[src/rtl/micro_seq_v.sv]
// Micro-instruction sequencer: queues micro-op codes in a small FIFO, decodes each
// into arithmetic / logic / branch class and drives that class strobe for a fixed cycle count.
module micro_seq_v #(
    parameter int CODE_W     = 4,
    parameter int DEPTH      = 4,
    parameter int A_CYC      = 2,
    parameter int L_CYC      = 1,
    parameter int B_CYC      = 3,
    parameter bit FLUSH_ON_B = 1'b1
) (
    input  logic                       i_clk,
    input  logic                       i_rst,
    input  logic                       i_en,
    input  logic                       i_valid,
    input  logic [CODE_W-1:0]          i_code,
    output logic                       o_ready,
    output logic                       o_A,
    output logic                       o_L,
    output logic                       o_B,
    output logic                       o_err,
    output logic                       o_flush,
    output logic                       o_busy,
    output logic [$clog2(DEPTH):0]     o_count
);

    localparam int PTR_W = $clog2(DEPTH);
    localparam int CNT_W = PTR_W + 1;

    localparam logic [3:0] A_LD = 4'(A_CYC - 1);
    localparam logic [3:0] L_LD = 4'(L_CYC - 1);
    localparam logic [3:0] B_LD = 4'(B_CYC - 1);

    typedef enum logic [0:0] {
        IDLE = 1'b0,
        EXEC = 1'b1
    } state_t;

    typedef enum logic [1:0] {
        CLS_ILL = 2'd0,
        CLS_A   = 2'd1,
        CLS_L   = 2'd2,
        CLS_B   = 2'd3
    } cls_t;

    // Any bit above bit 3 set makes the code illegal regardless of the low nibble.
    function automatic cls_t decode(input logic [CODE_W-1:0] c);
        cls_t r;
        r = CLS_ILL;
        if ((c >> 4) == '0) begin
            unique case (c[3:0])
                4'hA, 4'hB, 4'hC:       r = CLS_A;
                4'h2, 4'h3, 4'h4, 4'hE: r = CLS_L;
                4'hF:                   r = CLS_B;
                default:                r = CLS_ILL;
            endcase
        end
        return r;
    endfunction

    // FIFO storage and bookkeeping
    logic [CODE_W-1:0] mem [DEPTH];
    logic [PTR_W-1:0]  wr_ptr;
    logic [PTR_W-1:0]  rd_ptr;
    logic [CNT_W-1:0]  count;

    // Sequencer state
    state_t     state, state_n;
    logic [3:0] exec_cnt, exec_cnt_n;
    logic       a_q, l_q, b_q;
    logic       a_n, l_n, b_n;
    logic       err_q, err_n;
    logic       flush_q, flush_n;

    logic push;
    logic pop;
    logic do_flush;
    cls_t head_cls;

    assign o_ready  = (count < CNT_W'(DEPTH)) && !i_rst;
    assign push     = i_valid && o_ready;
    assign head_cls = decode(mem[rd_ptr]);
    assign pop      = i_en && (count != '0) &&
                      ((state == IDLE) || (exec_cnt == 4'd0));
    assign do_flush = pop && (head_cls == CLS_B) && FLUSH_ON_B;

    always_comb begin
        state_n    = state;
        exec_cnt_n = exec_cnt;
        a_n        = a_q;
        l_n        = l_q;
        b_n        = b_q;
        err_n      = 1'b0;
        flush_n    = 1'b0;
        if (pop) begin
            a_n = 1'b0;
            l_n = 1'b0;
            b_n = 1'b0;
            unique case (head_cls)
                CLS_A: begin
                    state_n    = EXEC;
                    exec_cnt_n = A_LD;
                    a_n        = 1'b1;
                end
                CLS_L: begin
                    state_n    = EXEC;
                    exec_cnt_n = L_LD;
                    l_n        = 1'b1;
                end
                CLS_B: begin
                    state_n    = EXEC;
                    exec_cnt_n = B_LD;
                    b_n        = 1'b1;
                    flush_n    = FLUSH_ON_B;
                end
                default: begin
                    state_n    = IDLE;
                    exec_cnt_n = 4'd0;
                    err_n      = 1'b1;
                end
            endcase
        end else if (state == EXEC && i_en) begin
            if (exec_cnt != 4'd0) begin
                exec_cnt_n = exec_cnt - 4'd1;
            end else begin
                state_n = IDLE;
                a_n     = 1'b0;
                l_n     = 1'b0;
                b_n     = 1'b0;
            end
        end
    end

    always_ff @(posedge i_clk or posedge i_rst) begin
        if (i_rst) begin
            state    <= IDLE;
            exec_cnt <= 4'd0;
            a_q      <= 1'b0;
            l_q      <= 1'b0;
            b_q      <= 1'b0;
            err_q    <= 1'b0;
            flush_q  <= 1'b0;
        end else begin
            state    <= state_n;
            exec_cnt <= exec_cnt_n;
            a_q      <= a_n;
            l_q      <= l_n;
            b_q      <= b_n;
            err_q    <= err_n;
            flush_q  <= flush_n;
        end
    end

    // A flush moves the read pointer onto the write pointer, so only a same-cycle push survives.
    always_ff @(posedge i_clk or posedge i_rst) begin
        if (i_rst) begin
            wr_ptr <= '0;
            rd_ptr <= '0;
            count  <= '0;
        end else begin
            if (push) begin
                wr_ptr <= wr_ptr + PTR_W'(1);
            end
            if (do_flush) begin
                rd_ptr <= wr_ptr;
                count  <= push ? CNT_W'(1) : '0;
            end else begin
                if (pop) begin
                    rd_ptr <= rd_ptr + PTR_W'(1);
                end
                unique case ({push, pop})
                    2'b10:   count <= count + CNT_W'(1);
                    2'b01:   count <= count - CNT_W'(1);
                    default: count <= count;
                endcase
            end
        end
    end

    always_ff @(posedge i_clk) begin
        if (push) begin
            mem[wr_ptr] <= i_code;
        end
    end

    // Strobes are gated by the enable so a stall blanks them without losing the op.
    assign o_A     = a_q && i_en;
    assign o_L     = l_q && i_en;
    assign o_B     = b_q && i_en;
    assign o_err   = err_q;
    assign o_flush = flush_q;
    assign o_busy  = (state == EXEC);
    assign o_count = count;

endmodule

[config.mk]
export PLATFORM = sky130hd
export DESIGN_NAME = micro_seq_v
export DESIGN_NICKNAME = d
export VERILOG_FILES = /design/src/rtl/micro_seq_v.sv
export SDC_FILE = /design/constraint.sdc
export NUM_CORES = 1
export LEC_CHECK = 0
export CAP_MARGIN = 40
export CORE_ASPECT_RATIO = 0.75
export CORE_UTILIZATION = 50
export CTS_CLUSTER_SIZE = 12
export DETAILED_ROUTE_END_ITERATION = 8
export GPL_ROUTABILITY_DRIVEN = 0
export GPL_TIMING_DRIVEN = 0
export HOLD_SLACK_MARGIN = 0.1
export PLACE_DENSITY = 0.71
export SETUP_SLACK_MARGIN = 0.4
export SKIP_LAST_GASP = 1
export SLEW_MARGIN = 20
export SYNTH_ARGS = -nofsm -noshare
export SYNTH_HDL_FRONTEND = slang
export SYNTH_SLANG_ARGS = --single-unit
[constraint.sdc]
create_clock -name i_clk -period 4.6 [get_ports i_clk]
set_input_delay 0.69 -clock i_clk [delete_from_list [all_inputs] [get_ports i_clk]]
set_output_delay 0.69 -clock i_clk [all_outputs]
set_load 0.02 [all_outputs]
==> impl_metrics.ini <==
; physical design summary
[final_layout]
clkbuf_count = 7
final_util_pct = 62.40
lay_top_cells = dfrtp_1, clkdlybuf4s50_1, edfxtp_1
antennaDiodeCount = 0
fill_cells = 260

[grt]
globalRouteMet3Util_pct = 4.615
use_met2_pct = 29.29
track_usage_pct = 18.47

[cts]
ctsHoldBuffers = 0
insertion_delay_ns = 0.28
htree_levels = 2
clock-root-buffer = clkbuf_8
cts_tree = built

[setup_path]
rr_startpoint = exec_cnt[0]
crit_buf_inv = 3
end_kind = flop
cp.arrival_ns = 3.00
crit_type = in -> reg

[pwr]
comb_power_share_pct = 47.1
p_total_w = 0.001373
netSwitchingPower_w = 0.0004996
p_sw_share_pct = 36.40
pg_seq_w = 0.000456
powerComb_w = 0.000646
largestPowerGroup = combinational logic

[outcome]
outcome = finished clean

[flow_run]
log.warning_count = 30

[sta]
max_freq_ghz = 0.3516

[detailed_routing]
firstDrtPassIters = 4
viasPerCell = 5.659
drtAntennaViolNets = 0
routed-wl-met3_um = 154
wl_met2_mm = 1.402
dr.max_layer_used = met4

[floorplan]
ios = 18

[yosys]
floorplan.nets = 156
ys_cells = 140
top_cell_area_share_pct = 28.01
syn_area_per_cell_um2 = 12.25
xor_area_share_pct = 1.021
ys_top_cells_by_count = dfrtp_1, edfxtp_1, inv_1, nand2_1, and2_1
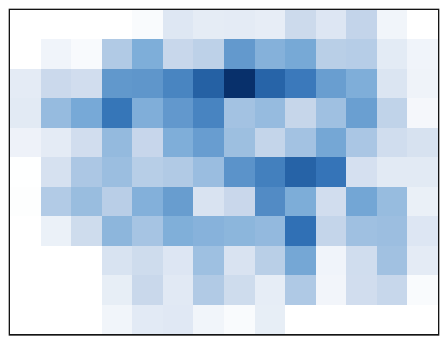
wire_density.png
The die is cut into 14 by 11 equal tiles; white is low, dark blue is high, scaled to the fullest tile. Values are wire area over tile area, all layers added.
15% of the tiles are nearly empty. The mean over all tiles is 0.13. The fullest tile reaches 0.48. The emptiest ninth of the die: south-west.

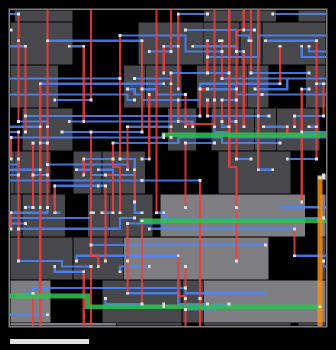
zoom.png
Scale bar: 5 um. Window x 25 to 45, y 27 to 47 um. Cells in grey, sequential cells in the stronger grey; small squares are vias.
Key: blue = met1; orange = met4; green = met3; red = met2
30 logic cells have their middle in the window. Sequential cells in the window: 3. Most frequent: inv_1 (4), dfrtp_1 (3).

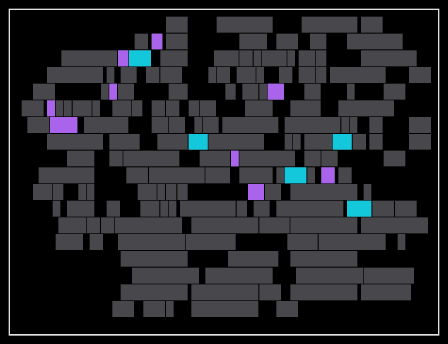
gate_families.png
Key: cyan = AND-OR and OR-AND gates [cells 5]; purple = NOR gates [cells 9]
non-filler cells in the finished layout: 205
Comb/total area: 35.55%

